$ cat config.mk
export PLATFORM = sky130hd
export DESIGN_NAME = contador_rolhas_multi
export DESIGN_NICKNAME = d
export VERILOG_FILES = /design/src/rtl/contador_rolhas_pkg.sv /design/src/rtl/contador_rolhas_canal.sv /design/src/rtl/contador_rolhas_multi.sv
export SDC_FILE = /design/constraint.sdc
export NUM_CORES = 1
export LEC_CHECK = 0
export CAP_MARGIN = 20
export CORE_UTILIZATION = 35
export DETAILED_ROUTE_END_ITERATION = 7
export PLACE_DENSITY = 0.57
export SLEW_MARGIN = 20
export SYNTH_ARGS = -nofsm -noshare
export SYNTH_HDL_FRONTEND = slang
export SYNTH_HIERARCHICAL = 1
export SYNTH_SLANG_ARGS = --single-unit
$ cat constraint.sdc
create_clock -name clk -period 10.26 [get_ports clk]
set_input_delay 2.052 -clock clk [delete_from_list [all_inputs] [get_ports clk]]
set_output_delay 2.052 -clock clk [all_outputs]
set_load 0.1 [all_outputs]
$ cat src/rtl/contador_rolhas_pkg.sv
// Shared types and helpers for the multi-line cork counter.
// Latency: combinational helpers only, no state.
// Backpressure: none; these helpers only compute values.
package contador_rolhas_pkg;

  // Dispenser controller states
  typedef enum logic [1:0] {
    OCIOSO      = 2'd0,
    DISPENSANDO = 2'd1,
    AGUARDANDO  = 2'd2
  } estado_t;

  // Upper bound on channel count; the arbiter search is unrolled to this size
  localparam int N_CANAIS_MAX = 8;

  // Smallest of three values; used to size a refill
  function automatic int unsigned min3(input int unsigned a,
                                       input int unsigned b,
                                       input int unsigned c);
    int unsigned m;
    m = a;
    if (b < m) m = b;
    if (c < m) m = c;
    return m;
  endfunction

  // Round-robin pick: scan from atual+1 (wrapping) and return the first requester.
  // The last channel served is checked last. Returns atual when nobody requests.
  function automatic int unsigned prox_canal(input logic [N_CANAIS_MAX-1:0] req,
                                             input int unsigned atual,
                                             input int unsigned n);
    int unsigned res;
    int unsigned idx;
    logic        achou;
    res   = atual;
    achou = 1'b0;
    for (int unsigned i = 1; i <= N_CANAIS_MAX; i++) begin
      idx = (atual + i) % n;
      if ((i <= n) && !achou && req[idx[2:0]]) begin
        res   = idx;
        achou = 1'b1;
      end
    end
    return res;
  endfunction

endpackage

$ cat src/rtl/contador_rolhas_canal.sv
// One sealing line: edge-detected decrement/manual add, saturating count, refill request.
// Latency: count and alarme_vazio update on the clk edge that first samples an input high.
// Backpressure: none; a refill completion overrides manual add, which overrides decrement.
module canal_rolhas
  import contador_rolhas_pkg::*;
#(
  parameter int LARGURA          = 7,
  parameter int MAX_ROLHAS       = 99,
  parameter int VALOR_INICIAL    = 20,
  parameter int LIMITE_REPOSICAO = 5
) (
  input  logic               clk,
  input  logic               reset_n,
  input  logic               decrementar,
  input  logic               adicionar_manual,
  input  logic [LARGURA-1:0] add_qtd,
  input  logic               add_valid,
  output logic [LARGURA-1:0] contador,
  output logic               alarme_vazio,
  output logic               nivel_baixo,
  output logic               req
);

  logic               dec_prev;
  logic               add_prev;
  logic               dec_pulso;
  logic               add_pulso;
  logic               armado;
  logic [LARGURA-1:0] cont_prox;

  assign dec_pulso   = decrementar & ~dec_prev;
  assign add_pulso   = adicionar_manual & ~add_prev;
  assign nivel_baixo = (contador <= LARGURA'(LIMITE_REPOSICAO));
  assign req         = armado & nivel_baixo;

  // Input history for rising-edge detection
  always_ff @(posedge clk or negedge reset_n) begin
    if (!reset_n) begin
      dec_prev <= 1'b0;
      add_prev <= 1'b0;
    end else begin
      dec_prev <= decrementar;
      add_prev <= adicionar_manual;
    end
  end

  // Next count: refill > manual add > decrement; the losing event is dropped
  always_comb begin
    cont_prox = contador;
    if (add_valid) begin
      cont_prox = contador + add_qtd;
    end else if (add_pulso) begin
      if (contador < LARGURA'(MAX_ROLHAS)) cont_prox = contador + LARGURA'(1);
    end else if (dec_pulso) begin
      if (contador != '0) cont_prox = contador - LARGURA'(1);
    end
  end

  // Count register; empty alarm is computed from the next count so it never lags
  always_ff @(posedge clk or negedge reset_n) begin
    if (!reset_n) begin
      contador     <= LARGURA'(VALOR_INICIAL);
      alarme_vazio <= 1'b0;
    end else begin
      contador     <= cont_prox;
      alarme_vazio <= (cont_prox == '0);
    end
  end

  // Armed bit: one refill per low-stock episode, re-armed once above the limit
  always_ff @(posedge clk or negedge reset_n) begin
    if (!reset_n) begin
      armado <= 1'b1;
    end else if (add_valid) begin
      armado <= 1'b0;
    end else if (!nivel_baixo) begin
      armado <= 1'b1;
    end
  end

endmodule

$ cat src/rtl/contador_rolhas_multi.sv
// Multi-line cork counter with one shared, round-robin dispenser fed from a reloadable reserve.
// Latency: grant one cycle after a request, refill lands TEMPO_DISPENSADOR cycles later.
// Backpressure: requests stay pending while the dispenser is busy or the reserve is empty.
module contador_rolhas_multi
  import contador_rolhas_pkg::*;
#(
  parameter int N_CANAIS          = 2,
  parameter int LARGURA           = 7,
  parameter int MAX_ROLHAS        = 99,
  parameter int VALOR_INICIAL     = 20,
  parameter int LIMITE_REPOSICAO  = 5,
  parameter int QTD_REPOSICAO     = 15,
  parameter int ESTOQUE_INICIAL   = 30,
  parameter int LARGURA_ESTOQUE   = 8,
  parameter int TEMPO_DISPENSADOR = 50000000,
  parameter int LARGURA_TIMER     = 26,
  localparam int LARGURA_CANAL    = (N_CANAIS > 1) ? $clog2(N_CANAIS) : 1
) (
  input  logic                          clk,
  input  logic                          reset_n,
  input  logic [N_CANAIS-1:0]           decrementar,
  input  logic [N_CANAIS-1:0]           adicionar_manual,
  input  logic                          recarregar_estoque,
  output logic [N_CANAIS*LARGURA-1:0]   contador_valor,
  output logic [N_CANAIS-1:0]           alarme_vazio,
  output logic [N_CANAIS-1:0]           alarme_baixo,
  output logic                          dispensador_ativo,
  output logic [LARGURA_CANAL-1:0]      canal_atendido,
  output logic [LARGURA_ESTOQUE-1:0]    estoque_restante,
  output logic                          estoque_esgotado
);

  estado_t                    estado;
  estado_t                    estado_prox;
  logic [LARGURA_TIMER-1:0]   timer;
  logic [LARGURA_TIMER-1:0]   timer_prox;
  logic [LARGURA_CANAL-1:0]   canal_prox;
  logic [LARGURA_ESTOQUE-1:0] estoque;
  logic                       rec_prev;
  logic                       rec_pulso;
  logic                       conclusao;
  logic [LARGURA-1:0]         qtd;
  logic [LARGURA-1:0]         cont_sel;
  logic [LARGURA-1:0]         cont [N_CANAIS];
  logic [N_CANAIS-1:0]        req;
  logic [N_CANAIS-1:0]        nivel_baixo;
  logic [N_CANAIS_MAX-1:0]    req8;

  assign rec_pulso         = recarregar_estoque & ~rec_prev;
  assign cont_sel          = cont[canal_atendido];
  assign dispensador_ativo = (estado == DISPENSANDO);
  assign estoque_restante  = estoque;
  assign estoque_esgotado  = (estoque == '0);
  assign alarme_baixo      = nivel_baixo & {N_CANAIS{estoque == '0}};

  genvar gi;
  generate
    for (gi = 0; gi < N_CANAIS; gi++) begin : g_canal
      canal_rolhas #(
        .LARGURA          (LARGURA),
        .MAX_ROLHAS       (MAX_ROLHAS),
        .VALOR_INICIAL    (VALOR_INICIAL),
        .LIMITE_REPOSICAO (LIMITE_REPOSICAO)
      ) u_canal (
        .clk              (clk),
        .reset_n          (reset_n),
        .decrementar      (decrementar[gi]),
        .adicionar_manual (adicionar_manual[gi]),
        .add_qtd          (qtd),
        .add_valid        (conclusao && (canal_atendido == LARGURA_CANAL'(gi))),
        .contador         (cont[gi]),
        .alarme_vazio     (alarme_vazio[gi]),
        .nivel_baixo      (nivel_baixo[gi]),
        .req              (req[gi])
      );
      assign contador_valor[gi*LARGURA +: LARGURA] = cont[gi];
    end
  endgenerate

  // Refill size for the served channel, clamped by reserve and headroom to the ceiling
  always_comb begin
    qtd = LARGURA'(min3(QTD_REPOSICAO, 32'(estoque), MAX_ROLHAS - 32'(cont_sel)));
  end

  // Dispenser next-state, timer and round-robin grant
  always_comb begin
    estado_prox = estado;
    timer_prox  = timer;
    canal_prox  = canal_atendido;
    conclusao   = 1'b0;
    req8        = '0;
    req8[N_CANAIS-1:0] = req;
    case (estado)
      OCIOSO: begin
        if ((req != '0) && (estoque != '0)) begin
          canal_prox  = LARGURA_CANAL'(prox_canal(req8, 32'(canal_atendido), N_CANAIS));
          timer_prox  = '0;
          estado_prox = DISPENSANDO;
        end
      end
      DISPENSANDO: begin
        if (timer == LARGURA_TIMER'(TEMPO_DISPENSADOR - 1)) begin
          conclusao   = 1'b1;
          timer_prox  = '0;
          estado_prox = AGUARDANDO;
        end else begin
          timer_prox = timer + LARGURA_TIMER'(1);
        end
      end
      AGUARDANDO: begin
        estado_prox = OCIOSO;
      end
      default: begin
        estado_prox = OCIOSO;
        timer_prox  = '0;
      end
    endcase
  end

  // Dispenser state, timer and latched grant
  always_ff @(posedge clk or negedge reset_n) begin
    if (!reset_n) begin
      estado         <= OCIOSO;
      timer          <= '0;
      canal_atendido <= '0;
    end else begin
      estado         <= estado_prox;
      timer          <= timer_prox;
      canal_atendido <= canal_prox;
    end
  end

  // Reserve: a reload overrides the deduction of a coinciding refill
  always_ff @(posedge clk or negedge reset_n) begin
    if (!reset_n) begin
      estoque  <= LARGURA_ESTOQUE'(ESTOQUE_INICIAL);
      rec_prev <= 1'b0;
    end else begin
      rec_prev <= recarregar_estoque;
      if (rec_pulso) begin
        estoque <= LARGURA_ESTOQUE'(ESTOQUE_INICIAL);
      end else if (conclusao) begin
        estoque <= estoque - LARGURA_ESTOQUE'(qtd);
      end
    end
  end

endmodule

==> run_1/final_placement.png <==
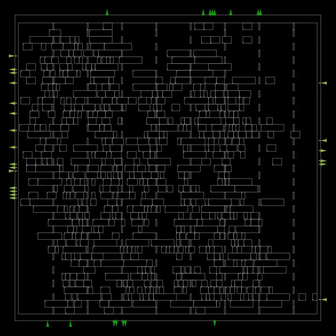
Non-Filler Instances: 821
fillers: 1375
row count: 43
registers: 60

==> run_1/met2.png <==
The bar under the picture is 20 µm long.
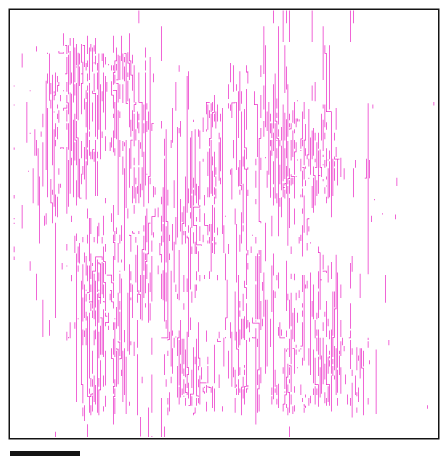
nets with wire on the layer = 573
wire length on this layer = 6430 µm
longest straight run = 49.0 µm
Via Count: 4765
met2 global-route usage: 31.3%
Post-Route WL: 14.1 mm

==> reports/summary.txt, run 1 <==
First-pass GRT wire length = 23.2 mm
Root buffer cell = clkbuf_16
Multi-input gate area = 3370 µm²
MaxCap Viol Count = 0
Post-synth seq share = 29.6%
Final WS setup = 4.40 ns
Chip area line of the yosys report = 5110 µm²
Vias in the first global route = 4578
Area leader, netlist = dfrtp_1
Worst path slowest cell = o211ai_1
Setup crit end = estoque_restante[7]$_DFFE_PN0P_
Largest register FFs = 26
Hold Path Depth = 2
Slew Limit Headroom = 32.9%
Placer Congestion = 0.851
FFs w/ async S/R, synth = 100%
Layout non-clock buf frac = 6.31%
Minimum clock period = 5.86 ns
Crit path depth = 22
Main logic family = simple AND/OR/NAND/NOR gates
Hpwl dp = 10.2 mm
Synth Warn # = 6
Setup TNS = 0 ns
TritonCTS Sinks = 60
Avg Cell Area, Syn = 8.45 µm²
Clock buffers = 10
Cts repair resizes = 0
Final instance area = 5950 µm²
Critical path fanouts, max = 17
Cts hold-fix bufs = 0
N_taps = 180
Clock Tree Buf Depth = 2
Syn Inst Count = 605
CP delay by family, top = AND-OR/OR-AND gates
Status = complete, no violations
Critical Path Max Stage Delay = 0.82 ns
FF-to-FF setup slack = 4.40 ns
Vias per cell = 5.80
Inverters = 33
Unrepaired setup endpoints after global routing = no
Largest class = logic gates
Ys cells = 605
Endpoint class of the critical path = flip-flop
Initial antenna violation count = 0
Buffers plus inverters on the worst setup path = 2
Hold Crit Start = g_canal[1].u_canal/armado$_DFFE_PN1P_
OpenROAD warning count = 32
Fmax = 171 MHz
TritonCTS clock tree = done
CP required = 10.53 ns
WS Path Type = flip-flop to flip-flop
WP data arrival = 6.12 ns
Fin util = 42.4%
Worst-path cell chain = mux2_2 > inv_1 > ha_1 > inv_1 > o21ai_0 > xor2_1 > nor2_1 > a21oi_1 > ha_1 > and4_1 > o311a_1 > nand3_2 > o211ai_1 > mux2_1 > ha_1 > nor2b_1 > o21ai_0 > a21oi_1 > a311oi_1 > nand2_1 > a31oi_1 > mux2i_1
Num CTS Buffers = 9
Final hold vios = 0
Post-synth top area share = 24.5%
Synth Flop Type = dfrtp_1
Seq/total area = 25.4%
Crit start category = flip-flop
FF/Latch Area = 1510 µm²
Period utilization = 57.1%
DRC = 0
Top cells, area = dfrtp_1, ha_1, dfstp_2
R2r endpoint = estoque_restante[7]$_DFFE_PN0P_
CP Launch Point = canal_atendido$_DFFE_PN0P_
Clk slew on worst S/H paths = 0.06 ns
Core area = 14000 µm²
Final setup fails = 0
Simple Share, Synth = 28.1%
Final Net Count = 679
Placed instance area = 5610 µm²
Pins Over Slew Limit = 0
Signal buffers = 39
Late-Pin Clk Latency = 0.34 ns
Chip area = 15100 µm²
EDFF count, synth = 0
Yosys reg bits = 60
Clock Skew = 0.00702 ns
Reg2Reg Depth = 22
Largest register by flop count = timer
Setup Fix Bufs, Post-CTS = 0
Pin count of the biggest net entering global routing = 61
Hold Crit Class = flip-flop to flip-flop
Floorplan Utilization = 36.4%
Post-synthesis cell area = 5110 µm²
Initial DRC count = 305
Drt pass-1 iters = 5
Xor+xnor area frac = 3.94%
Worst slew pin tran = 1.00 ns
Total gr overflow = 0
Share of layout cells above drive strength 1 = 10.6%
Adder Share, Synth = 9.25%
Antenna-violating nets left = 0
Distinct cell type count after synthesis = 77
Multi-input combinational area share = 56.6%
Hold EP = g_canal[1].u_canal/armado$_DFFE_PN1P_
Die Ht = 123 µm
Area grow syn2layout = 16.3%
Min Hold Slack = 0.475 ns
Multi-In Gates = 493
Die x size = 123 µm
Htree depth = 3
Synth top cells by count = dfrtp_1, nand2_1, nor2_1, o21ai_0, ha_1
Diode count = 0
Synth mux share = 3.25%
DP Worst Slack = 4.47 ns
Most numerous cell on the critical path = ha_1
Placed Instances = 805
Synth Area in Compound Gates = 21.0%
RR Startpoint = canal_atendido$_DFFE_PN0P_
ClkCell Share = 5.74%
==> run_1/port_nets.png <==
The bar under the picture is 20 µm long.
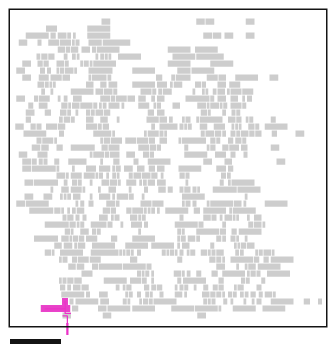
magenta -> recarregar_estoque  # bits 1, direction input, end cells 3, wire 20.4 µm
boundary pin count: 36
port bufs: 35

==> run_1/metal_stack.png <==
Two of the layers only.
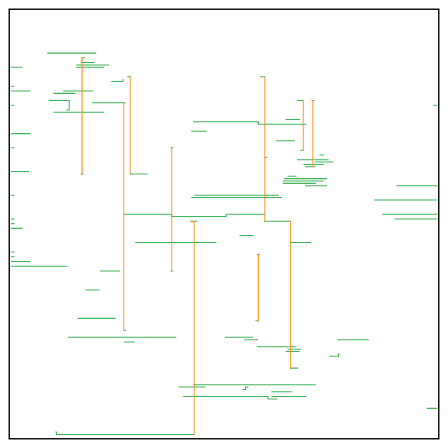
orange -> met4  # wire length 360 µm
green -> met3  # wire length 672 µm
GRT Util Overall: 20.0%
drt wl/cell: 17.1 µm

run 1: layout by cell type, fill, tap and decap left out, drive strengths merged, types with 9 or more instances in the layout:
| cell type | count |
|---|---|
| ha | 33 |
| nor2 | 48 |
| dfstp | 10 |
| inv | 30 |
| dfrtp | 50 |
| a31oi | 19 |
| nor4 | 9 |
| o21ai | 54 |
| nand2b | 10 |
| clkbuf | 10 |
| nand2 | 50 |
| nor3 | 25 |
| nand4 | 11 |
| xnor2 | 10 |
| nand3 | 24 |
| o31ai | 9 |
| mux2i | 11 |
| a21oi | 34 |
| clkdlybuf4s50 | 34 |
| nor2b | 9 |
| xor2 | 13 |
run 1: metal layers:
layer	GRT usage, %	up-vias	part of all wire, %
met5	0	-	0
met4	9.76	0	2.6
met3	2.60	24	4.8
met2	31.3	147	46
met1	27.0	2284	47
li1	-	2310	-
--- run 2 (diff from run 1) ---
PLACE_DENSITY = 0.59   (was 0.57)
clock period = 5.25 ns   (was 10.26 ns; I/O delays follow)
==> reports/summary.txt, run 2 <==
Slew Limit Headroom = 32.6%
First-pass GRT wire length = 23.1 mm
Top cells, area = dfrtp_1, ha_1, dfstp_2
EDFF count, synth = 0
RR Startpoint = canal_atendido$_DFFE_PN0P_
Htree depth = 3
TritonCTS Sinks = 60
Worst-path cell chain = mux2_2 > inv_1 > ha_1 > inv_1 > o21ai_0 > xnor2_1 > a21oi_1 > ha_1 > and4_1 > o311a_1 > nand3_2 > o211ai_1 > buf_4 > a31oi_2 > ha_1 > inv_1 > fa_1 > nor2b_4 > o31a_1 > or4_4 > nand3_2 > a32oi_2 > nor4b_2
Area grow syn2layout = 18.1%
Critical path fanouts, max = 14
Post-synth seq share = 29.6%
Setup Fix Bufs, Post-CTS = 0
FFs w/ async S/R, synth = 100%
Largest register FFs = 26
R2r endpoint = g_canal[0].u_canal/alarme_vazio$_DFF_PN0_
Boundary pin count = 36
Vias per cell = 5.73
Fmax = 201 MHz
Chip area line of the yosys report = 5110 µm²
Num CTS Buffers = 9
Adder Share, Synth = 9.25%
Cts hold-fix bufs = 0
Synth Warn # = 6
Synth mux share = 3.25%
WP data arrival = 5.22 ns
Via Count = 4745
Worst slew pin tran = 1.01 ns
Final hold vios = 0
Xor+xnor area frac = 3.94%
CP delay by family, top = simple AND/OR/NAND/NOR gates
Die Ht = 123 µm
Antenna-violating nets left = 0
Crit start category = flip-flop
Hold Path Depth = 2
Final instance area = 6040 µm²
Final WS setup = 0.282 ns
Placer Congestion = 0.893
FF-to-FF setup slack = 0.28 ns
Initial DRC count = 229
GRT Util Overall = 20.0%
DRC = 0
Clk slew on worst S/H paths = 0.06 ns
Initial antenna violation count = 0
Late-Pin Clk Latency = 0.34 ns
Endpoint class of the critical path = flip-flop
Ys cells = 605
WS Path Type = flip-flop to flip-flop
Yosys reg bits = 60
Diode count = 0
Vias in the first global route = 4531
Synth Flop Type = dfrtp_1
Syn Inst Count = 605
CP required = 5.50 ns
Period utilization = 94.6%
Area leader, netlist = dfrtp_1
Distinct cell type count after synthesis = 77
Setup crit end = g_canal[0].u_canal/alarme_vazio$_DFF_PN0_
Post-synth top area share = 24.5%
Root buffer cell = clkbuf_16
Drt pass-1 iters = 5
Final Net Count = 686
Minimum clock period = 4.97 ns
Critical Path Max Stage Delay = 0.49 ns
Commonest Layout Cell = nand2_1
Reg2Reg Depth = 23
Floorplan Utilization = 36.4%
Unrepaired setup endpoints after global routing = no
Post-synthesis cell area = 5110 µm²
Largest register by flop count = timer
DP Worst Slack = 0.293 ns
Synth Area in Compound Gates = 21.0%
Placed Instances = 812
Synth top cells by count = dfrtp_1, nand2_1, nor2_1, o21ai_0, ha_1
Most frequent logic cells in the routed design = nand2_1, dfrtp_1, nor2_1, o21ai_0, ha_1
CP Launch Point = canal_atendido$_DFFE_PN0P_
Crit path depth = 23
Hold Crit Start = g_canal[0].u_canal/armado$_DFFE_PN1P_
Status = complete, no violations
Placed instance area = 5670 µm²
Main logic family = simple AND/OR/NAND/NOR gates
Setup TNS = 0 ns
Hold EP = g_canal[0].u_canal/armado$_DFFE_PN1P_
run 2: cell count changes in the layout (fill, tap and decap cells not counted), moves of 2 or more:
cell | before | now
buf_4 | 4 | 14
clkdlybuf4s50_1 | 34 | 31
clkbuf_8 | 0 | 2
o21ai_0 | 48 | 46
run 2: per-layer routing:
layer  track usage (%)  wire (µm)  vias up
li1                  -          -     2326
met1              26.4       6700     2279
met2              31.7       6470      117
met3              3.02        509       23
met4              9.76        316        0
met5                 0          0        -
run 2: cell type report:
| class | instances | area (µm²) |
|---|---|---|
| clock buffer | 11 | 253 |
| clock inverter | 5 | 108 |
| fill | 1368 | 8000 |
| inverter | 33 | 124 |
| multi-input combinational | 493 | 3390 |
| sequential | 60 | 1520 |
| tap | 180 | 225 |
| timing repair buffer | 46 | 420 |
==> run_2/registers.png <==
Other sequential cells in the stronger grey, the rest of the logic in the fainter grey.
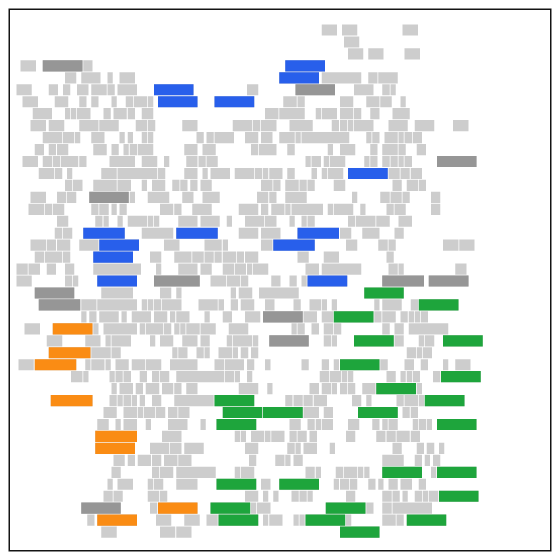
orange -> estoque_restante  # sequential cells 8, where lower left
blue -> g_canal.u_canal/contador  # sequential cells 14
green -> timer  # sequential cells 26
not coloured = 12
fin util: 43.0%
Seq/total area: 25.1%

==> run_2/final_placement.png <==
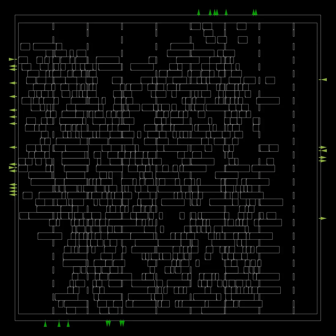
fillers: 1368
core area: 14000 µm²
n_taps: 180
Non-Filler Instances: 828

--- run 3 (diff from run 2) ---
GPL_TIMING_DRIVEN = 0   (was not set)
==> reports/summary.txt, run 3 <==
Status = complete, no violations
Setup crit end = g_canal[0].u_canal/alarme_vazio$_DFF_PN0_
Synth Area in Compound Gates = 21.0%
Post-synthesis cell area = 5110 µm²
Cts hold-fix bufs = 0
Largest register FFs = 26
RR Startpoint = canal_atendido$_DFFE_PN0P_
Crit start category = flip-flop
Syn Inst Count = 605
Row count = 43
Ys cells = 605
Reg2Reg Depth = 24
Top layer in use = met4
Inverters = 33
M1 WL = 6.72 mm
Share of layout cells above drive strength 1 = 14.7%
Min Hold Slack = 0.486 ns
DR WL met3 = 596 µm
Critical path fanouts, max = 8
Late-Pin Clk Latency = 0.34 ns
CP Launch Point = canal_atendido$_DFFE_PN0P_
Unrepaired setup endpoints after global routing = no
Most frequent logic cells in the routed design = nand2_1, dfrtp_1, nor2_1, o21ai_0, clkdlybuf4s50_1
Met2 WL = 6.77 mm
Xor+xnor area frac = 3.94%
Largest register by flop count = timer
Placed instance area = 5740 µm²
MaxCap Viol Count = 0
Clock Tree Buf Depth = 2
First-pass GRT wire length = 24.0 mm
Drt pass-1 iters = 5
Layout non-clock buf frac = 8.94%
FFs w/ async S/R, synth = 100%
Setup TNS = 0 ns
Pins Over Slew Limit = 0
Chip area = 15100 µm²
Commonest Layout Cell = nand2_1
ClkCell Share = 4.80%
Final WS setup = 0.225 ns
Slew Limit Headroom = 34.0%
Hold Path Depth = 2
Hold Crit Class = flip-flop to flip-flop
Chip area line of the yosys report = 5110 µm²
FF-to-FF setup slack = 0.22 ns
Yosys reg bits = 60
Endpoint class of the critical path = flip-flop
Period utilization = 95.7%
TritonCTS clock tree = done
WS Path Type = flip-flop to flip-flop
Root buffer cell = clkbuf_16
Adder Share, Synth = 9.25%
OpenROAD warning count = 32
Final setup fails = 0
WP data arrival = 5.26 ns
Clock buffers = 12
GR met1 Demand/Resource = 26.1%
Simple Share, Synth = 28.1%
Post-synth top area share = 24.5%
Core area = 14000 µm²
Hold Crit Start = g_canal[1].u_canal/armado$_DFFE_PN1P_
Minimum clock period = 5.03 ns
Port bufs = 35
Setup Fix Bufs, Post-CTS = 1
Vias in the first global route = 4831
Area leader, netlist = dfrtp_1
Initial DRC count = 189
Multi-input combinational area share = 55.9%
Fillers = 1368
Boundary pin count = 36
Placed Instances = 824
Cts repair resizes = 2
Multi-input gate area = 3440 µm²
DRC = 0
Avg Cell Area, Syn = 8.45 µm²
N_taps = 180
Pin count of the biggest net entering global routing = 43
CP required = 5.49 ns
Synth Warn # = 6
Diode count = 0
Final instance area = 6160 µm²
Placer Congestion = 0.915
TritonCTS Sinks = 60
-- run 3: cell types whose count changed in the layout (fill, tap and decap cells not counted), sizes merged --
cell	previous run	this run
buf	15	23
clkbuf	11	19
bufinv	3	1
clkdlybuf4s50	31	34
clkinv	5	6
-- run 3: critical path: stages (launching register included) --
cell      delay, ns
dfrtp_4        0.52
mux2_4         0.33
inv_2          0.08
ha_1           0.15
inv_2          0.05
o21ai_2        0.12
xor2_1         0.08
nor2_1         0.14
a21oi_2        0.06
ha_1           0.30
and4_4         0.24
o311a_1        0.19
nand3_2        0.11
o211ai_1       0.26
buf_4          0.23
nor2_1         0.06
a31o_2         0.24
inv_2          0.10
ha_4           0.22
nor2b_4        0.13
o31a_1         0.30
or4_4          0.48
nand3_2        0.11
a32oi_2        0.06
nor4b_2        0.32
==> run_3/met2.png <==
The bar under the picture is 20 µm long.
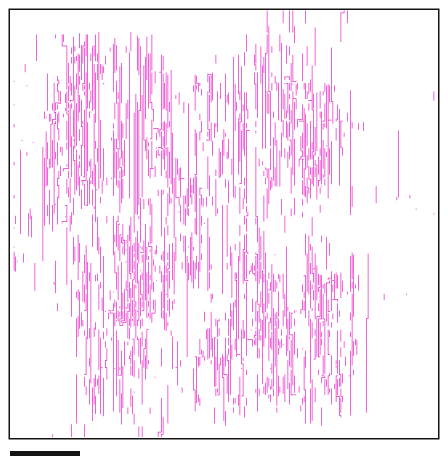
main direction = vertical
wire length on this layer = 6770 µm
Via Count: 4903
met2 global-route usage: 33.8%
Post-Route WL: 14.5 mm

==> run_3/final_placement.png <==
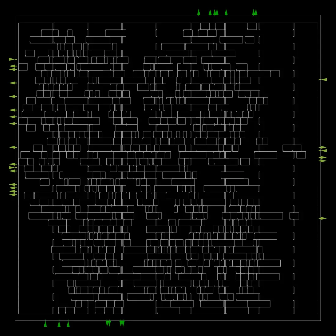
Non-Filler Instances: 846
Seq/total area: 24.7%
fin util: 43.8%

